run_1/drive_strength.png
(6 px per um)
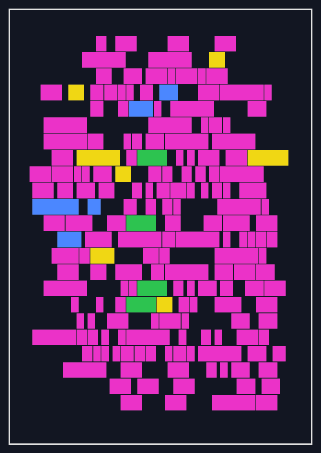
run_1/final_clocks.png
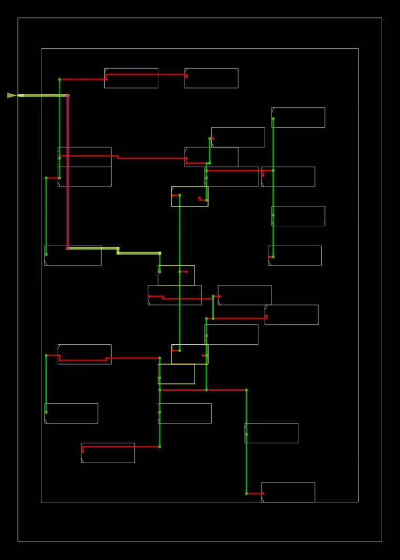
run_1/met3.png
(6 px per um)
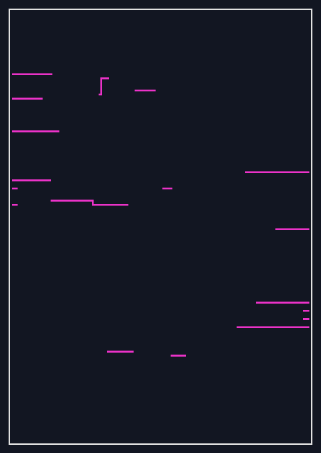
==> config.mk <==
export PLATFORM = sky130hd
export DESIGN_NAME = counter_sweep_ctrl
export DESIGN_NICKNAME = d
export VERILOG_FILES = /design/src/rtl/counter_sweep_ctrl.sv
export SDC_FILE = /design/constraint.sdc
export NUM_CORES = 1
export LEC_CHECK = 0
export CORE_ASPECT_RATIO = 1.5
export CORE_MARGIN = 3
export CORE_UTILIZATION = 45
export CTS_CLUSTER_DIAMETER = 50
export DETAILED_ROUTE_END_ITERATION = 10
export PLACE_DENSITY_LB_ADDON = 0.15
export REMOVE_ABC_BUFFERS = 1
export SLEW_MARGIN = 20
export SYNTH_ARGS = -nofsm -noshare
export SYNTH_HDL_FRONTEND = slang
export SYNTH_SLANG_ARGS = --single-unit
export TNS_END_PERCENT = 10
==> constraint.sdc <==
create_clock -name clk -period 2.39 [get_ports clk]
set_clock_uncertainty 0.05 [all_clocks]
set_input_delay 0.478 -clock clk [delete_from_list [all_inputs] [get_ports clk]]
set_output_delay 0.478 -clock clk [all_outputs]
set_load 0.005 [all_outputs]
==> results.py, run 1 <==
# Physical implementation metrics
metrics = {
    "global_route": {
        "grt_start_max_net_pins": 17,
        "grt_pass1_wl_mm": 5.20,
        "first_global_vias": 1167,
        "grt.overflow.total": 0,
    },
    "pwr": {
        "power_density_nw_per_um2": 665,
        "total_power_mw": 1.10,
    },
    "placed_design": {
        "io_buffer_count": 27,
        "dp_cells": 218,
    },
    "timing": {
        "report.final.hold_viol_count": 0,
        "max_slew_margin_pct": 69.4,
        "fin_setup_tns_ps": 0,
        "final-max-slew-violation-count": 0,
        "fin_hold_ws_ps": 414,
        "slew_worst_pin_ps": 455,
        "max_clock_freq_ghz": 0.436,
    },
    "synth": {
        "yosysTopAreaCellShare_pct": 33.5,
        "edf_count": 0,
        "synth_top_cell_by_count": "nand2_1",
        "asyncSetResetFlopFracSynth_pct": 0,
        "synthCells": 157,
        "synth-seq-cells": 22,
        "ys_area_um2": 1320,
        "synth.yosys.warnings": 0,
        "synthDominantAreaCellType": "dfxtp_1",
        "synth.yosys.seq_area_share_pct": 33.5,
    },
    "route": {
        "drc_errors": 0,
        "drt_pre_antenna_iters": 4,
        "post_drt_via_cell_ratio": 5.32,
    },
    "finish": {
        "diodes": 0,
        "final_util_pct": 60.7,
    },
    "worst_setup_path": {
        "timing.critical_path.fanout_max": 6,
        "worstSetupPathDepth": 8,
        "cp_cell_sequence": "nand3_1 -> xnor2_1 -> ha_1 -> or3_4 -> o22ai_4 -> a21boi_1 -> o31a_1 -> a32o_1",
        "endpoint_kind": "flip-flop",
        "timing_worst_setup_path_type": "flip-flop to flip-flop",
        "crit_required_ps": 2490,
        "worst-r2r-setup-slack_ps": 90,
        "crit_slowest_cell": "dfxtp_1",
        "cpLargestDelayFamily": "AND-OR/OR-AND gates",
    },
    "clocking": {
        "cts.hold.buffers_added": 0,
        "cts-root-buf": "clkbuf_8",
        "cts_sinks": 22,
        "cts_buffer_depth": 2,
    },
    "hold_path": {
        "min_path_type": "flip-flop to flip-flop",
        "hold_depth": 2,
    },
    "floorplanning": {
        "die_x_um": 50.2,
        "io_pins": 28,
    },
    "run": {
        "timing.max_cap.violations": 0,
        "log.warning_count": 27,
    },
    "run_status": {
        "run_status": "completed",
    },
}
About drive_strength.png:
Yellow marks drive 3 to 4, cells 7, share 3.8%. Green marks drive 6 and up, cells 4, share 2.2%. Blue marks drive 2, cells 5, share 2.7%. Magenta marks drive 1 or less, cells 169, share 91%.
non-clock buffer total of the final layout: 31
final standard cell area without fillers: 1660 um^2

About final_clocks.png:
Inserted Clock Buffers: 3
Insertion Delay late pin: 260 ps

About met3.png:
The layer holds 3.0% of the routed length. The layer carries 92.7 um of wire. The longest straight run is 11.8 um.
total routed wirelength: 3.09 mm
met3 capacity usage during global routing: 2.05%
vias post-DR: 1180

-- run 1: per-layer routing --
| metal | global-route usage [%] | vias up | part of all wire (%) |
|---|---|---|---|
| met5 | 0 | - | 0 |
| met4 | 5.54 | 0 | 0.68 |
| li1 | - | 596 | - |
| met1 | 19.9 | 560 | 39 |
| met3 | 2.05 | 2 | 3.0 |
| met2 | 35.3 | 22 | 57 |
-- run 1: timing repair --
action	4_1_cts	5_1_grt
resized	0	1
buffers inserted	0	0
endpoints found under the setup margin	0	3
-- run 1: layout make-up --
| type | instances | area, um^2 |
|---|---|---|
| clock buffer | 4 | 55.1 |
| fill | 263 | 1070 |
| inverter | 7 | 26.3 |
| multi-input combinational | 121 | 791 |
| sequential | 22 | 442 |
| tap | 37 | 46.3 |
| timing repair buffer | 31 | 300 |
-- run 1: cells in the final DEF (no fill, tap or decap), types with 3 or more instances in the layout --
cell and n:
a21oi_1 13, buf_4 4, clkbuf_8 4, clkdlybuf4s50_1 27, dfxtp_1 21, ha_1 7
inv_1 6, nand2_1 23, nand3_1 4, nand3b_1 3, nor2_1 13, nor2b_1 3
nor3_1 4, nor4_1 3, o21ai_0 6, xnor2_1 10, xor2_1 6
-- run 1: report_power, final --
| group | switching, mW | internal (mW) |
|---|---|---|
| combinational | 0.193 | 0.202 |
| clock | 0.118 | 0.147 |
| sequential | 0.0415 | 0.404 |
| total | 0.353 | 0.752 |
-- run 1: cell families (layout without fill, tap and decap cells) --
logic type      Yosys count  after routing  synth area share, %
simple gates             64             64                 24.6
flops                    22             22                 33.5
buf+inv                  14             42                 6.46
xor+xnor                 16             16                 10.6
mux                       2              2                 1.52
compound gates           32             32                 16.6
fa+ha+maj                 7              7                 6.65
run_1/registers.png
(4 px per um) Other sequential cells in the stronger gray, the rest of the logic in the fainter gray.
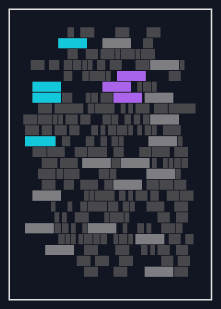

==> run 2: changes to the inputs <==
--- a/config.mk
+++ b/config.mk
@@ -7,7 +7,7 @@
 export LEC_CHECK = 0
 export CORE_ASPECT_RATIO = 1.5
 export CORE_MARGIN = 3
-export CORE_UTILIZATION = 45
+export CORE_UTILIZATION = 54
 export CTS_CLUSTER_DIAMETER = 50
 export DETAILED_ROUTE_END_ITERATION = 10
 export PLACE_DENSITY_LB_ADDON = 0.15
==> constraint.sdc (replaced) <==
create_clock -name clk -period 2.7 [get_ports clk]
set_clock_uncertainty 0.05 [all_clocks]
set_input_delay 0.54 -clock clk [delete_from_list [all_inputs] [get_ports clk]]
set_output_delay 0.54 -clock clk [all_outputs]
set_load 0.005 [all_outputs]
run_2/registers.png
(6 px per um) Other sequential cells in the stronger gray, the rest of the logic in the fainter gray.
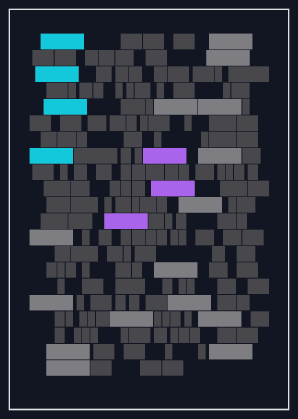
Cyan marks sweep_idx, placed flops 4, where top left. Purple marks dbg_state, placed flops 3.
post-route core utilization: 70.0%
total area of sequential cells: 440 um^2
power in sequential cells: 0.412 mW

run_2/met3.png
(8 px per um)
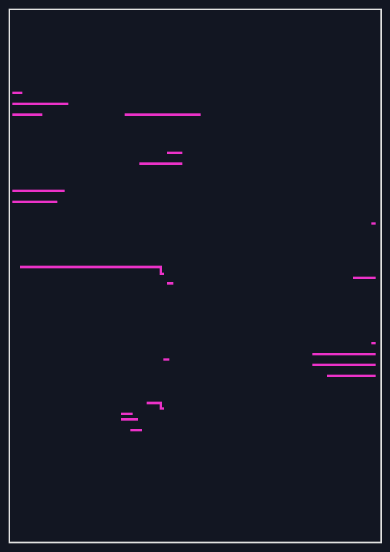
17 nets have wire on it. The layer holds 3.0% of the routed length. The layer carries 88.0 um of wire. The wires run mostly horizontal. The longest straight run is 17.5 um.
total routed wirelength: 2.94 mm
met3 capacity usage during global routing: 2.70%
vias post-DR: 1171

==> run 2 against run 1 <==
  * Sequential power shrank 7.4%
  * Die size shrank 15%
  * Worst setup slack gained 220 ps
  * Sequential share of layout area grew 0.92 points
  * Total power shrank 18%
  * Maximum frequency shrank 3.7%
  * Final cell count shrank 7.7%
  * Core utilization grew 9.3 points
  * Synthesized area is the same
  * Count of clock-buffer cells in the layout is the same
  * Global-route usage grew 3.3 points
  * Critical endpoint unchanged
==> results.py, run 2 <==
# Physical implementation metrics
metrics = {
    "run_status": {
        "run_status": "completed",
    },
    "synth": {
        "synth_top_cell_by_count": "nand2_1",
        "synth.yosys.seq_area_share_pct": 33.5,
        "yosysTopAreaCellShare_pct": 33.5,
        "synth-seq-cells": 22,
        "edf_count": 0,
        "synthCells": 157,
        "ys_area_um2": 1320,
        "synthDominantAreaCellType": "dfxtp_1",
        "synth.yosys.warnings": 0,
    },
    "worst_setup_path": {
        "crit_required_ps": 2870,
        "worstSetupPathDepth": 8,
        "worst-r2r-setup-slack_ps": 320,
        "timing_worst_setup_path_type": "flip-flop to flip-flop",
        "timing.critical_path.fanout_max": 8,
        "cpLargestDelayFamily": "AND-OR/OR-AND gates",
        "endpoint_kind": "flip-flop",
    },
    "clocking": {
        "post-cts-setup-buffer-count": 0,
        "cts-root-buf": "clkbuf_4",
        "cts_sinks": 22,
        "post_cts.resized_instances": 0,
        "numCtsBuffers": 3,
    },
    "finish": {
        "lay_top_cells": "clkdlybuf4s50_1, nand2_1, dfxtp_1",
        "diodes": 0,
        "most_numerous_logic_cell_after_layout": "clkdlybuf4s50_1",
        "logic_area_um2": 791,
    },
    "run": {
        "timing.max_cap.violations": 0,
    },
    "timing": {
        "max_clock_freq_ghz": 0.420,
        "max_slew_margin_pct": 70.2,
        "report.final.hold_viol_count": 0,
        "fin_setup_tns_ps": 0,
        "slew_worst_pin_ps": 447,
        "final-max-slew-violation-count": 0,
    },
    "pwr": {
        "power.clock.fraction_pct": 20.3,
        "sequentialPowerShare_pct": 45.5,
        "internal_cell_power_mw": 0.602,
        "power_density_nw_per_um2": 566,
        "power_frac_comb_pct": 34.2,
    },
    "floorplanning": {
        "die_x_um": 46.3,
        "io_pins": 28,
    },
    "global_route": {
        "first_global_vias": 1182,
    },
    "hold_path": {
        "min_path_type": "flip-flop to flip-flop",
        "hold_depth": 2,
    },
}
[run 2: cell families after synthesis]
family / count (synthesis) / synth area share, %
simple gates: 64 / 24.6
compound gates: 32 / 16.6
flops: 22 / 33.5
xor+xnor: 16 / 10.6
buf+inv: 14 / 6.46
fa+ha+maj: 7 / 6.65
mux: 2 / 1.52
[run 2: per-stage QoR]
stage | utilization [%] | std cells | hold WS (ps) | power (mW)
global placement | 68.4 | 201 | 396 | 0.720
global route | 70.0 | 205 | 439 | 0.962
detailed placement | 68.4 | 201 | 402 | 0.730
floorplan | - | 150 | 380 | 0.594
CTS | 70.0 | 205 | 420 | 0.911
finish | 70.0 | 205 | 421 | 0.905
[run 2: worst min-delay path: cells and delay by family, from the launching register on]
family	cells	cell delay [ps]
DFF	1	330
and+or+nand+nor	1	50
AOI/OAI and AO/OA	1	50
[run 2: cell type report]
cell class              count  area share [%]
repair buffers             28            17.4
well taps                  23            1.80
flip-flops and latches     22            27.5
multi-input cells         121            49.4
clock buffers               4            2.27
inverters                   7            1.64
[run 2: routing by layer]
metal	global-route usage, %	up-vias	wire length, um	share of wire [%]
li1	-	592	-	-
met1	20.0	548	1110	38
met2	42.4	24	1700	58
met3	2.70	7	88	3.0
met4	9.25	0	49	1.7
met5	0	-	0	0
[run 2: power by group through the flow]
stage	combinational (mW)	sequential, mW	clock (mW)
finish	0.309	0.412	0.184
global route	0.345	0.419	0.198
CTS	0.311	0.412	0.188
detailed placement	0.310	0.420	0
global placement	0.302	0.418	0
floorplan	0.186	0.408	0
Power figures rest on the tool's default switching activity, not on a simulated workload.
